flops_by_reg.png
(2 px per µm)
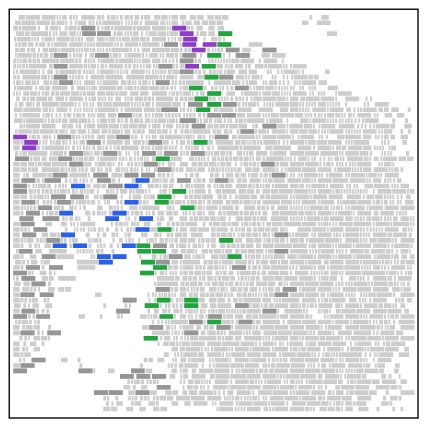
congestion.png
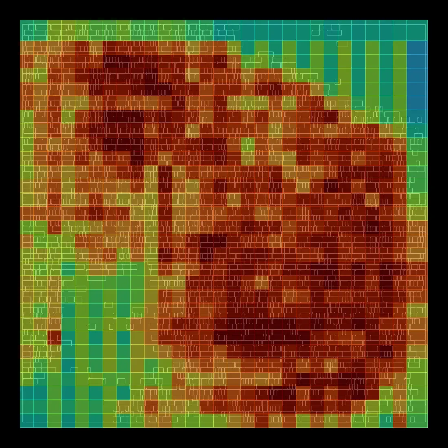
layer_met1.png
(1.5 px per µm)
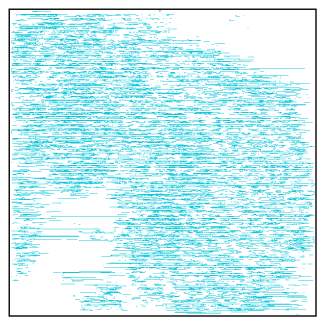
==> config.mk <==
export PLATFORM = sky130hd
export DESIGN_NAME = conv_mac_sequencer
export DESIGN_NICKNAME = d
export VERILOG_FILES = /design/src/rtl/conv_pkg.sv /design/src/rtl/conv_mac_unit.sv /design/src/rtl/conv_mac_sequencer.sv
export SDC_FILE = /design/constraint.sdc
export NUM_CORES = 1
export LEC_CHECK = 0
export ABC_AREA = 1
export CAP_MARGIN = 10
export CORE_MARGIN = 1
export CORE_UTILIZATION = 55
export DETAILED_ROUTE_END_ITERATION = 10
export PLACE_DENSITY = 0.88
export SYNTH_ARGS = -nofsm -noshare
export SYNTH_HDL_FRONTEND = slang
export SYNTH_SLANG_ARGS = --single-unit
==> constraint.sdc <==
create_clock -name i_clk -period 6.3 [get_ports i_clk]
set_input_delay 1.26 -clock i_clk [delete_from_list [all_inputs] [get_ports i_clk]]
set_output_delay 1.26 -clock i_clk [all_outputs]
set_load 0.05 [all_outputs]
==> results.tsv <==
stage	metric	value	unit
final_timing	hold_viol	0	
finish	post_route_cells_drive_above_1_share	23.6	%
final_timing	setup_ws	-340	ps
clock_network	numCtsBuffers	17	
detailed_routing	firstDrtPassIters	8	
synthesis	yosys.area.top_type_share	29.2	%
setup_path	r2r_cells	20	
outcome	status	finished with violations	
synthesis	ys_sh_xor	2.67	%
synthesis	ys_sh_adder	39.5	%
clock_network	cts_hold_buffers	0	
worst_hold_path	worstHoldPathCells	2	
die	floorplan.initialDensity	56.0	%
synthesis	avgSynthCellArea	7.52	µm²
finish	fin_area	0.0295	mm²
outcome	violations	setup timing	
detailed_routing	route.detailed.drc	0	
synthesis	top_logic_kind	adder cells	
placement	place_ws	-979	ps
synthesis	compound_area_share	8.07	%
final_timing	grt_setup_unrepaired	true	
finish	fin_cells	3882	
final_timing	worst_pin_slew	1070	ps
clock_network	clock_sink_count	174	
final_timing	drv_slew	0	
synthesis	async_flop_share	0	%
detailed_routing	viasPerCell	5.94	
run	cap_violations	0	
final_timing	skew	16.9	ps
final_timing	period_needed	6640	ps
clock_network	clk_latency	450	ps
die	die_x	204	µm
synthesis	ys_seq_share	15.6	%
detailed_routing	ant_nets	0	
clock_network	clockBufferDepth	2	
finish	nFillCells	2373	
final_timing	tns	-4980	ps
setup_path	critPathSlowestCell	fa_1	
final_timing	fin_crit_sh	105	%
placement	place_area	0.0261	mm²
final_timing	fin_hold_ws	462	ps
global_routing	grt_pass1_vias	22618	
global_routing	antenna_found_initial	2	
setup_path	critPathMostFrequentCell	fa_1	
synthesis	netlist_area	0.0223	mm²
final_timing	finalSetupViolCount	34	
placement	placed_cells	3762	
global_routing	grt_first_pass_wirelength	112	mm
## Picture notes: flops_by_reg.png
legend:
  r_t:
    colour: blue
    placed_flops: 16
    where: left middle
  o_value:
    colour: green
    placed_flops: 32
  o_addr:
    colour: purple
    placed_flops: 10
not coloured: 116
fin util: 74.0%
Seq. cell area: 0.00350 mm²
Seq area share: 11.9%

## Picture notes: congestion.png
met1 Track Usage GR: 39.5%
grt met3 use: 7.09%
DR WL/cell: 21.1 µm
GR Util met2: 58.1%
GRT Overall Usage: 34.1%

## Picture notes: layer_met1.png
main direction: horizontal
wire length on this layer: 27.4 mm
nets with wire on the layer: 3,723
Post-Route WL: 81.9 mm
via total after detailed routing: 23,077

timing repair:
item | in CTS | in global routing
hold endpoints to repair | 0 | 0
cloned | 4 | 2
buffers inserted | 38 | 43
setup endpoints to repair | 49 | 51
pin swaps | 167 | 233
gates resized | 339 | 330
cell families (layout without fill, tap and decap cells):
logic type      count (synthesis)  after routing
compound gates                323            323
xor+xnor                       68             68
fa+ha+maj                     510            510
buf+inv                       852           1234
flops                         174            174
other cells                     0              3
simple gates                 1045           1045
routing by layer:
| layer | vias up | part of all wire [%] | wire [µm] | GRT usage (%) |
|---|---|---|---|---|
| met5 | - | 0 | 0 | 0 |
| li1 | 9719 | - | - | - |
| met3 | 709 | 11 | 8750 | 7.09 |
| met4 | 0 | 9.1 | 7420 | 19.9 |
| met1 | 10836 | 33 | 27400 | 39.5 |
| met2 | 1813 | 47 | 38300 | 58.1 |
layout make-up:
type                            instances  area [µm²]  share of cell area (%)
Tap cell                              525         657                    2.22
Timing Repair Buffer                  460        4340                    14.7
Clock buffer                           17         425                    1.44
Clock inverter                         15         184                   0.623
Inverter                              742        2810                    9.50
Sequential cell                       174        3500                    11.9
Multi-Input combinational cell       1946       17600                    59.6
Antenna cell                            3        7.51                  0.0254
critical path: cells and delay by family:
family                   cells  cell delay, ps
buffers and inverters       10             950
AND/OR/NAND/NOR              8            1210
adder cells (fa/ha/maj)      7            3540
layout by cell type, fill, tap and decap left out, drive strengths merged:
cell           synthesis  routed
inv                  741     744
nand2                613     613
fa                   326     326
buf                   19     302
ha                   184     184
nor2                 180     180
dfxtp                174     174
a21oi                166     166
nand3                159     159
clkdlybuf4s50          0     129
o21ai                 88      88
xor2                  45      45
clkbuf                91      40
nand4                 38      38
nor3                  34      34
o211ai                28      28
xnor2                 23      23
o21a                  13      13
o21bai                 9       9
clkinv                 1       8
a211oi                 7       7
nor4                   6       6
or2                    5       5
nand3b                 4       4
a31oi                  4       4
nor3b                  4       4
diode                  0       3
a21o                   3       3
bufinv                 0       3
clkdlybuf4s15          0       3
o31ai                  3       3
and3                   2       2
clkinvlp               0       2
bufbuf                 0       2
o22ai                  1       1
a31o                   1       1
dlymetal6s2s           0       1
